Run 1, metal layers overlaid:
Only two layers are drawn.
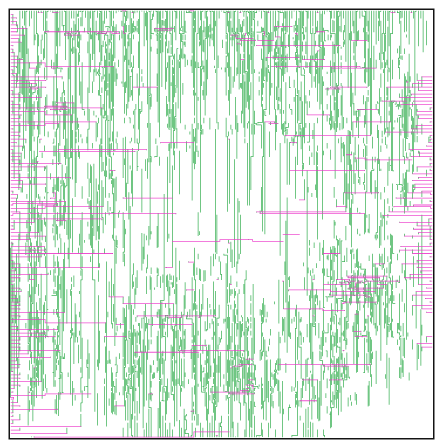
Run 1, routing congestion:
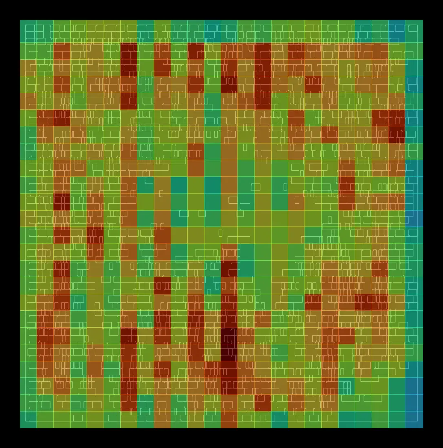
Run 1, register map, names as in the netlist:
Scale bar: 50 µm. Other sequential cells in the stronger grey, the rest of the logic in the fainter grey.
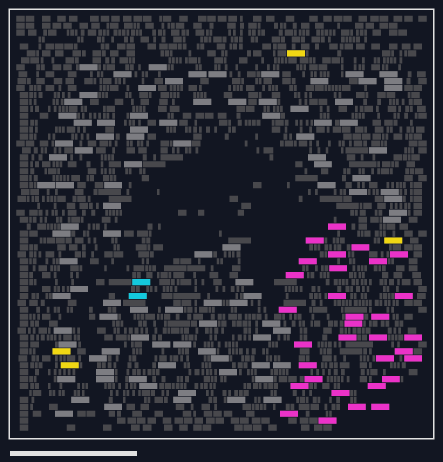
$ cat src/rtl/cdb_arbiter_if.sv
// rtl/cdb_arbiter_if.sv - execution-unit result requests and common data bus broadcast signals
interface cdb_arbiter_if #(
  parameter int NUM_REQ  = 4,
  parameter int ROB_ID_W = 4,
  parameter int DATA_W   = 32,
  parameter int ADDR_W   = 32
);
  logic [NUM_REQ-1:0]          req_valid;
  logic [NUM_REQ-1:0]          req_ready;
  logic [NUM_REQ*ROB_ID_W-1:0] req_rob_id;
  logic [NUM_REQ*DATA_W-1:0]   req_value;
  logic [NUM_REQ*ADDR_W-1:0]   req_addr;
  logic [NUM_REQ-1:0]          req_outcome;

  logic                        cdb_valid;
  logic [ROB_ID_W-1:0]         cdb_rob_id;
  logic [DATA_W-1:0]           cdb_value;
  logic [ADDR_W-1:0]           cdb_addr;
  logic                        cdb_branch_outcome;

  logic [31:0]                 cnt_grants;
  logic [31:0]                 cnt_conflict;

  modport master (
    output req_valid, req_rob_id, req_value, req_addr, req_outcome,
    input  req_ready,
    input  cdb_valid, cdb_rob_id, cdb_value, cdb_addr, cdb_branch_outcome,
    input  cnt_grants, cnt_conflict
  );

  modport slave (
    input  req_valid, req_rob_id, req_value, req_addr, req_outcome,
    output req_ready,
    output cdb_valid, cdb_rob_id, cdb_value, cdb_addr, cdb_branch_outcome,
    output cnt_grants, cnt_conflict
  );
endinterface

$ cat src/rtl/cdb_arbiter.sv
// rtl/cdb_arbiter.sv - round-robin arbiter driving the registered common data bus
module cdb_arbiter #(
  parameter int NUM_REQ  = 4,
  parameter int ROB_ID_W = 4,
  parameter int DATA_W   = 32,
  parameter int ADDR_W   = 32
) (
  input  logic         clk,
  input  logic         rst,
  input  logic         flush,
  cdb_arbiter_if.slave bus
);
  localparam int PTR_W = (NUM_REQ > 1) ? $clog2(NUM_REQ) : 1;

  logic [PTR_W-1:0]    rr_ptr;
  logic [PTR_W-1:0]    gnt_idx;
  logic [PTR_W-1:0]    ptr_next;
  logic                gnt_found;
  logic [NUM_REQ-1:0]  hi_mask;
  logic [NUM_REQ-1:0]  hi_req;
  logic                multi_req;

  logic [ROB_ID_W-1:0] sel_rob_id;
  logic [DATA_W-1:0]   sel_value;
  logic [ADDR_W-1:0]   sel_addr;
  logic                sel_outcome;

  logic                cdb_valid_q;
  logic [ROB_ID_W-1:0] cdb_rob_id_q;
  logic [DATA_W-1:0]   cdb_value_q;
  logic [ADDR_W-1:0]   cdb_addr_q;
  logic                cdb_outcome_q;
  logic [31:0]         cnt_grants_q;
  logic [31:0]         cnt_conflict_q;

  // Requests at or above rr_ptr win; if none, fall back to the lowest valid index (wrap).
  always_comb begin
    hi_mask   = {NUM_REQ{1'b1}} << rr_ptr;
    hi_req    = bus.req_valid & hi_mask;
    gnt_found = 1'b0;
    gnt_idx   = '0;
    for (int i = NUM_REQ - 1; i >= 0; i--) begin
      if (bus.req_valid[i]) begin
        gnt_found = 1'b1;
        gnt_idx   = PTR_W'(i);
      end
    end
    for (int i = NUM_REQ - 1; i >= 0; i--) begin
      if (hi_req[i]) begin
        gnt_idx = PTR_W'(i);
      end
    end
    if (rst || flush) begin
      gnt_found = 1'b0;
    end
  end

  assign ptr_next  = (gnt_idx == PTR_W'(NUM_REQ - 1)) ? '0 : gnt_idx + 1'b1;
  assign multi_req = ($countones(bus.req_valid) >= 2);

  always_comb begin
    sel_rob_id  = '0;
    sel_value   = '0;
    sel_addr    = '0;
    sel_outcome = 1'b0;
    for (int i = 0; i < NUM_REQ; i++) begin
      if (gnt_idx == PTR_W'(i)) begin
        sel_rob_id  = bus.req_rob_id[i*ROB_ID_W +: ROB_ID_W];
        sel_value   = bus.req_value[i*DATA_W +: DATA_W];
        sel_addr    = bus.req_addr[i*ADDR_W +: ADDR_W];
        sel_outcome = bus.req_outcome[i];
      end
    end
  end

  always_ff @(posedge clk) begin
    if (rst) begin
      rr_ptr         <= '0;
      cdb_valid_q    <= 1'b0;
      cdb_rob_id_q   <= '0;
      cdb_value_q    <= '0;
      cdb_addr_q     <= '0;
      cdb_outcome_q  <= 1'b0;
      cnt_grants_q   <= '0;
      cnt_conflict_q <= '0;
    end else begin
      cdb_valid_q <= gnt_found;
      if (gnt_found) begin
        cdb_rob_id_q  <= sel_rob_id;
        cdb_value_q   <= sel_value;
        cdb_addr_q    <= sel_addr;
        cdb_outcome_q <= sel_outcome;
        rr_ptr        <= ptr_next;
        cnt_grants_q  <= cnt_grants_q + 32'd1;
        if (multi_req) begin
          cnt_conflict_q <= cnt_conflict_q + 32'd1;
        end
      end
    end
  end

  assign bus.req_ready = gnt_found ? (NUM_REQ'(1) << gnt_idx) : '0;

  // A broadcast registered just before a flush must not reach the ROB or wake-up logic.
  assign bus.cdb_valid          = cdb_valid_q & ~flush;
  assign bus.cdb_rob_id         = cdb_rob_id_q;
  assign bus.cdb_value          = cdb_value_q;
  assign bus.cdb_addr           = cdb_addr_q;
  assign bus.cdb_branch_outcome = cdb_outcome_q;
  assign bus.cnt_grants         = cnt_grants_q;
  assign bus.cnt_conflict       = cnt_conflict_q;
endmodule
$ cat src/flat_wrapper.sv
// flat-port wrapper written by rule: the top's interface ports become plain ports
module cdb_arbiter_flat 
#(
  parameter int NUM_REQ  = 4,
  parameter int ROB_ID_W = 4,
  parameter int DATA_W   = 32,
  parameter int ADDR_W   = 32
)
  (clk, rst, flush, bus_req_valid, bus_req_rob_id, bus_req_value, bus_req_addr, bus_req_outcome, bus_req_ready, bus_cdb_valid, bus_cdb_rob_id, bus_cdb_value, bus_cdb_addr, bus_cdb_branch_outcome, bus_cnt_grants, bus_cnt_conflict);
  cdb_arbiter_if #(.NUM_REQ(NUM_REQ), .ROB_ID_W(ROB_ID_W), .DATA_W(DATA_W), .ADDR_W(ADDR_W)) bus_i ();
  input  logic clk;
  input  logic rst;
  input  logic flush;
  input wire logic [$bits(bus_i.req_valid)-1:0] bus_req_valid;
  input wire logic [$bits(bus_i.req_rob_id)-1:0] bus_req_rob_id;
  input wire logic [$bits(bus_i.req_value)-1:0] bus_req_value;
  input wire logic [$bits(bus_i.req_addr)-1:0] bus_req_addr;
  input wire logic [$bits(bus_i.req_outcome)-1:0] bus_req_outcome;
  output wire logic [$bits(bus_i.req_ready)-1:0] bus_req_ready;
  output wire logic [$bits(bus_i.cdb_valid)-1:0] bus_cdb_valid;
  output wire logic [$bits(bus_i.cdb_rob_id)-1:0] bus_cdb_rob_id;
  output wire logic [$bits(bus_i.cdb_value)-1:0] bus_cdb_value;
  output wire logic [$bits(bus_i.cdb_addr)-1:0] bus_cdb_addr;
  output wire logic [$bits(bus_i.cdb_branch_outcome)-1:0] bus_cdb_branch_outcome;
  output wire logic [$bits(bus_i.cnt_grants)-1:0] bus_cnt_grants;
  output wire logic [$bits(bus_i.cnt_conflict)-1:0] bus_cnt_conflict;
  assign bus_i.req_valid = bus_req_valid;
  assign bus_i.req_rob_id = bus_req_rob_id;
  assign bus_i.req_value = bus_req_value;
  assign bus_i.req_addr = bus_req_addr;
  assign bus_i.req_outcome = bus_req_outcome;
  assign bus_req_ready = bus_i.req_ready;
  assign bus_cdb_valid = bus_i.cdb_valid;
  assign bus_cdb_rob_id = bus_i.cdb_rob_id;
  assign bus_cdb_value = bus_i.cdb_value;
  assign bus_cdb_addr = bus_i.cdb_addr;
  assign bus_cdb_branch_outcome = bus_i.cdb_branch_outcome;
  assign bus_cnt_grants = bus_i.cnt_grants;
  assign bus_cnt_conflict = bus_i.cnt_conflict;
  cdb_arbiter #(.NUM_REQ(NUM_REQ), .ROB_ID_W(ROB_ID_W), .DATA_W(DATA_W), .ADDR_W(ADDR_W)) u_core (.clk(clk), .rst(rst), .flush(flush), .bus(bus_i));
endmodule
$ cat config.mk
export PLATFORM = sky130hd
export DESIGN_NAME = cdb_arbiter_flat
export DESIGN_NICKNAME = d
export VERILOG_FILES = /design/src/rtl/cdb_arbiter_if.sv /design/src/rtl/cdb_arbiter.sv /design/src/flat_wrapper.sv
export SDC_FILE = /design/constraint.sdc
export NUM_CORES = 1
export LEC_CHECK = 0
export ABC_AREA = 1
export ABC_CLOCK_PERIOD_IN_PS = 6200
export CORE_AREA = 2 2 164 166
export CTS_CLUSTER_DIAMETER = 40
export DETAILED_ROUTE_END_ITERATION = 10
export DIE_AREA = 0 0 166 168
export GPL_TIMING_DRIVEN = 0
export PLACE_DENSITY = 0.67
export SYNTH_ARGS = -nofsm -noshare
export SYNTH_HDL_FRONTEND = slang
export SYNTH_SLANG_ARGS = --single-unit
$ cat constraint.sdc
create_clock -name clk -period 6.2 [get_ports clk]
set_input_delay 0.93 -clock clk [delete_from_list [all_inputs] [get_ports clk]]
set_output_delay 0.93 -clock clk [all_outputs]
set_load 0.1 [all_outputs]
==> COMMIT_EDITMSG, run 1 <==
Store results of the implementation flow

- The worst-case max-slew headroom was logged as 24.47%.
* Global placement routability congestion: 0.9202
* Resize count post-CTS: 0
* Endpoint class of the critical path: primary output
- The run finished with clean final reports.
* Clock Pin Slew Worst Setup and Hold Paths: 0.06 ns
- Vias in the first global route: 9,913
- The synth_stat.txt file lists the number of cells as 1,441.
- Most instantiated logic cells after routing: sky130_fd_sc_hd__nand2_1, sky130_fd_sc_hd__clkdlybuf4s50_1, sky130_fd_sc_hd__nor2_1
* Pwr Density: 218.7 nW/µm²
- The final layout report lists a filler cell count of 2,747.
* Row Count: 60
- Register-to-register path setup slack: 3.39 ns
- Area occupied by multi-input gates: 4930 µm²
- The final timing report counts setup violations totalling 0.
- Number of non-clock buffers: 490
- Post-route period utilization is reported as 94.60%.
* Fraction of area in multi-input gates: 36.09%
- After synthesis, the netlist uses 37 different library cells.
- Commonest register cell after synthesis: sky130_fd_sc_hd__dfxtp_1
- Transition time at the pin with the least slew margin: 1.129 ns
- The repair_antennas step left the layout with diodes totalling 8.
* Total DRC errors in the routed layout: 0
- Buffer levels on the longest clock path: 2
- TritonCTS created 17 clock buffers.
* Number of tap instances: 341
* Combinational gates: 1,133
- Max-slew violation count: 0
* Portion of the post-synthesis area used by sequential elements: 32.39%
- Logic depth along the worst register-to-register path is recorded as 13.
- The critical path runs through a total of 12 cells.
- Metal1 wirelength: 15,470 µm
* Number of antenna violations at the first check in global routing: 8
- Die area: 27,890 µm²
* Layout cells sized above 1: 4.440%
* Endpoint of the worst hold-timing path: u_core.rr_ptr[1]
- Leaving out fill and tap cells, the most frequent cell in the layout is sky130_fd_sc_hd__nand2_1.
- In this run the static leakage power is 0.005663 µW.
* Total number of H-tree levels: 4
- The switching portion of total power comes to 35.83%.
* Post-synth tally of flip-flops with integrated enable: 0
- Once routing completed, OpenROAD measured the worst setup slack at 0.3350 ns.
- The area growth from synthesis to layout is 62.48%.
- Largest cells by area after synthesis: sky130_fd_sc_hd__dfxtp_1, sky130_fd_sc_hd__nand2_1, sky130_fd_sc_hd__nor2_1
* Net count reported at finish: 2,174
- Global routing used 25.78% of the available tracks.
* DIE HEIGHT: 168 µm
* Master cell of the clock root buffer: sky130_fd_sc_hd__clkbuf_16
* Maximum single-stage delay on the critical path: 1.18 ns
- Buf+Inv Stages, Crit Path: 7
* Psw: 1071 µW
- Per report_power, the combinational group accounts for 32.9% of the total.
* Hold Path Class: reg -> reg
* Power drawn by the clock network: 1070 µW
* Die X-Extent: 166 µm
-- 'metal layers overlaid' (at the start) --
green -> M2  # wire length 18,200 µm
magenta -> M3  # wire length 2,810 µm
routed wire length per instance: 16.84 µm
total via count after detailed routing: 10,760
routed wire length: 37,750 µm

-- 'routing congestion' (at the start) --
met3 demand-to-capacity share in global routing: 6.582%
final core utilization: 51.84%
global routing's busiest layer: met2

-- 'register map, names as in the netlist' (at the start) --
magenta -> u_core.bus.cnt_conflict  # placed flops 32
cyan -> u_core.rr_ptr  # placed flops 2
yellow -> u_core.bus.cdb_rob_id  # placed flops 4
Register Area: 2723 µm²
sequential portion of the cell area: 19.93%
power in sequential cells: 935 µW

run 1: per-stage QoR:
step | utilization [%] | cell area (µm²) | power, µW | cells
final | 51.84 | 13660 | 2988 | 2241
after global routing | 51.83 | 13660 | 3124 | 2240
after CTS | 51.76 | 13640 | 3013 | 2233
after detailed placement | 49.44 | 13030 | 1933 | 2201
after global placement | 49.44 | 13030 | 1927 | 2201
after floorplan | - | 8407 | 1541 | 1441
run 1: logic make-up (layout without fill, tap and decap cells):
kind of cell               count (synthesis)  in the layout  share of synthesized area [%]
and+or+nand+nor                          916            916                          44.04
xor gates and xnor gates                   6              6                         0.6252
other                                      0              8                              0
adders and majority gates                 12             12                          1.875
DFF                                      136            136                          32.39
AOI/OAI and AO/OA                        199            199                          12.10
buffers and inverters                    172            623                          8.975
==> run 1 -> run 2 <==
--- a/config.mk
+++ b/config.mk
@@ -7,12 +7,14 @@
 export LEC_CHECK = 0
 export ABC_AREA = 1
 export ABC_CLOCK_PERIOD_IN_PS = 6200
+export CAP_MARGIN = 25
 export CORE_AREA = 2 2 164 166
 export CTS_CLUSTER_DIAMETER = 40
 export DETAILED_ROUTE_END_ITERATION = 10
 export DIE_AREA = 0 0 166 168
 export GPL_TIMING_DRIVEN = 0
 export PLACE_DENSITY = 0.67
+export SETUP_SLACK_MARGIN = 0.02
 export SYNTH_ARGS = -nofsm -noshare
 export SYNTH_HDL_FRONTEND = slang
 export SYNTH_SLANG_ARGS = --single-unit
==> constraint.sdc (replaced) <==
create_clock -name clk -period 6.2 [get_ports clk]
set_input_delay 1.24 -clock clk [delete_from_list [all_inputs] [get_ports clk]]
set_output_delay 1.24 -clock clk [all_outputs]
set_load 0.1 [all_outputs]
==> run 2 against run 1 <==
Against the previous run: area after synthesis unchanged; die size did not move; via count is 0.12% lower; sequential power about the same; critical path type unchanged; largest cell class unchanged; largest power group unchanged.
==> COMMIT_EDITMSG, run 2 <==
Store results of the implementation flow

* Portion of the post-synthesis area used by sequential elements: 32.39% (unchanged)
- The total number of vias came to 10,750 (-0.12%).
* Number of fillers in the final layout: 2,744 (-0.11%)
* Setup Viol. Count Final: 0 (unchanged)
- Number of buffers created by CTS: 17 (unchanged)
* Synth-to-layout area growth: 62.51% (about the same)
- Post-route cell area: 13,660 µm² (about the same)
* Cell total after placement: 2,202 (+0.045%)
* Unique cell types: 37 (unchanged)
* Pleak: 0.005674 µW (+0.19%)
- Vias in the first global route: 9,934 (+0.21%)
- The fraction of layout instances using a drive strength above 1 was 4.596% (+0.16 points).
- Ao+oa area frac: 12.10% (unchanged)
- The final-stage net count is 2,175 (+0.046%).
- The relative slew slack came to 25.85% (+1.4 points).
* Number of antenna violations at the first check in global routing: 3 (-5)
- The power density over the cells came to 218.0 nW/µm² (-0.33%).
- The transition time of the tightest slew-check pin is 1.109 ns (-0.02060 ns).
- The length of routed wiring on met1 was 15,760 µm (+1.9%).
- Per the cell usage report, the commonest logic cells after layout are sky130_fd_sc_hd__nand2_1, sky130_fd_sc_hd__clkdlybuf4s50_1, sky130_fd_sc_hd__nor2_1.
* Yosys cell count: 1,441 (unchanged)
- Routed wire length: 37,660 µm (-0.23%)
- The post-layout period usage of the worst path is 95.18% (+0.58 points).
- Register-to-register path setup slack: 3.41 ns (+0.02 ns)
* Adder and majority cell fraction of the synthesized area: 1.875% (unchanged)
- The path class of the tightest hold or removal check is reg -> reg.
* Chip area from the yosys synthesis statistics: 8407 µm²
- The global routing usage on met3 came to 6.182% (-0.40 points).
- Final core utilization: 51.85% (about the same)
- In the synthesized netlist the dominant register cell turns out to be sky130_fd_sc_hd__dfxtp_1.
- Total Power: 2979 µW (-0.31%)
- Register Area: 2723 µm² (unchanged)
- Row Count: 60 (unchanged)
* Buffer levels on the longest clock path: 2 (unchanged)
- The setup slack after layout is 0.2988 ns (-0.03619 ns).
- Global placement routability congestion: 0.9202 (unchanged)
* Number of non-filler instances in the completed layout: 2,237 (-0.18%)
- Before any placement, the netlist area is recorded as 8407 µm².
- The number of stages on the worst setup path is 15 (+3).
* Total number of H-tree levels: 4 (unchanged)
- Post-synth tally of flip-flops with integrated enable: 0 (unchanged)
- Maximum single-stage delay on the critical path: 0.86 ns (-0.32 ns)
- Die area: 27,890 µm² (unchanged)
- Area fraction in and, or, nand and nor cells: 44.04% (unchanged)
- The multi-input logic area was 4930 µm² (unchanged).
- The register clock-pin slew on the reported worst setup and hold paths came to 0.06 ns (about the same).
- The main area contributors are sky130_fd_sc_hd__dfxtp_1, sky130_fd_sc_hd__nand2_1, sky130_fd_sc_hd__nor2_1.
* Max-slew violation count: 0 (unchanged)
- Master cell of the clock root buffer: sky130_fd_sc_hd__clkbuf_16
- The area fraction in mux cells is 0% (unchanged).
- STA shows the worst min-delay path finishing at u_core.rr_ptr[1].
- The run finished with clean final reports.
* Endpoint class of the critical path: primary output
- The worst reg2reg path depth was 13 (unchanged).
* Clock latency reported for the late side of the worst-skew pair: 0.43 ns
- In this run the most used layer during global routing was met2.
* Overall Global Routing Usage: 26.05% (+0.28 points)
- Among logic cells in the layout, the one with the most instances is sky130_fd_sc_hd__nand2_1.
- The placed instance area came to 13,060 µm² (+0.21%).
- Buf+Inv Stages, Crit Path: 7 (unchanged)
* Total DRC errors in the routed layout: 0 (unchanged)
- DIE HEIGHT: 168 µm (unchanged)
## run 2: area by class of cell
type | instances | share of cell area [%]
repair buffers | 420 | 30.87
inverters | 101 | 2.775
plain buffers | 71 | 2.747
flip-flops and latches | 136 | 19.93
diodes | 3 | 0.05495
clock buffers | 19 | 3.169
clock inverters | 13 | 1.246
well taps | 341 | 3.123
multi-input cells | 1133 | 36.08
## run 2: what timing repair did
| item | 4_1_cts | 5_1_grt |
|---|---|---|
| endpoints found under the setup margin | 3 | 2 |
| endpoints found under the hold margin | 0 | 0 |
| hold buffers | 0 | 0 |
| setup buffers | 0 | 0 |
| gates cloned | 0 | 0 |
| resized | 5 | 3 |
## run 2: power by group
group	total, µW	internal [µW]	leakage, µW	switching, µW
combinational	985	358	0.00429	627
clock	1060	637	0.000285	421
sequential	935	912	0.00110	23.2
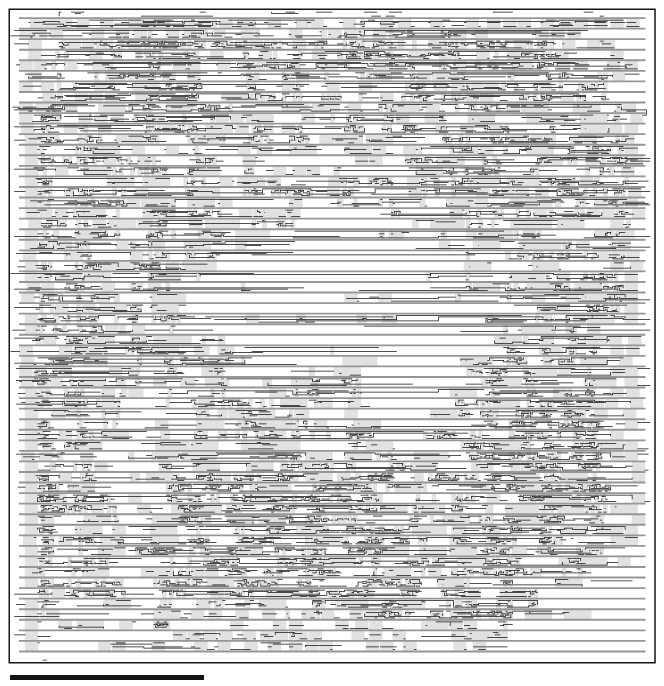
Run 2: the metal 1 layer
Scale bar: 50 µm. Supply wires on this layer in grey. Cells faint in the background.
share of all routed wire = 42%
wire length on this layer = 15,800 µm
longest straight run = 62.6 µm

Power figures rest on the tool's default switching activity, not on a simulated workload.
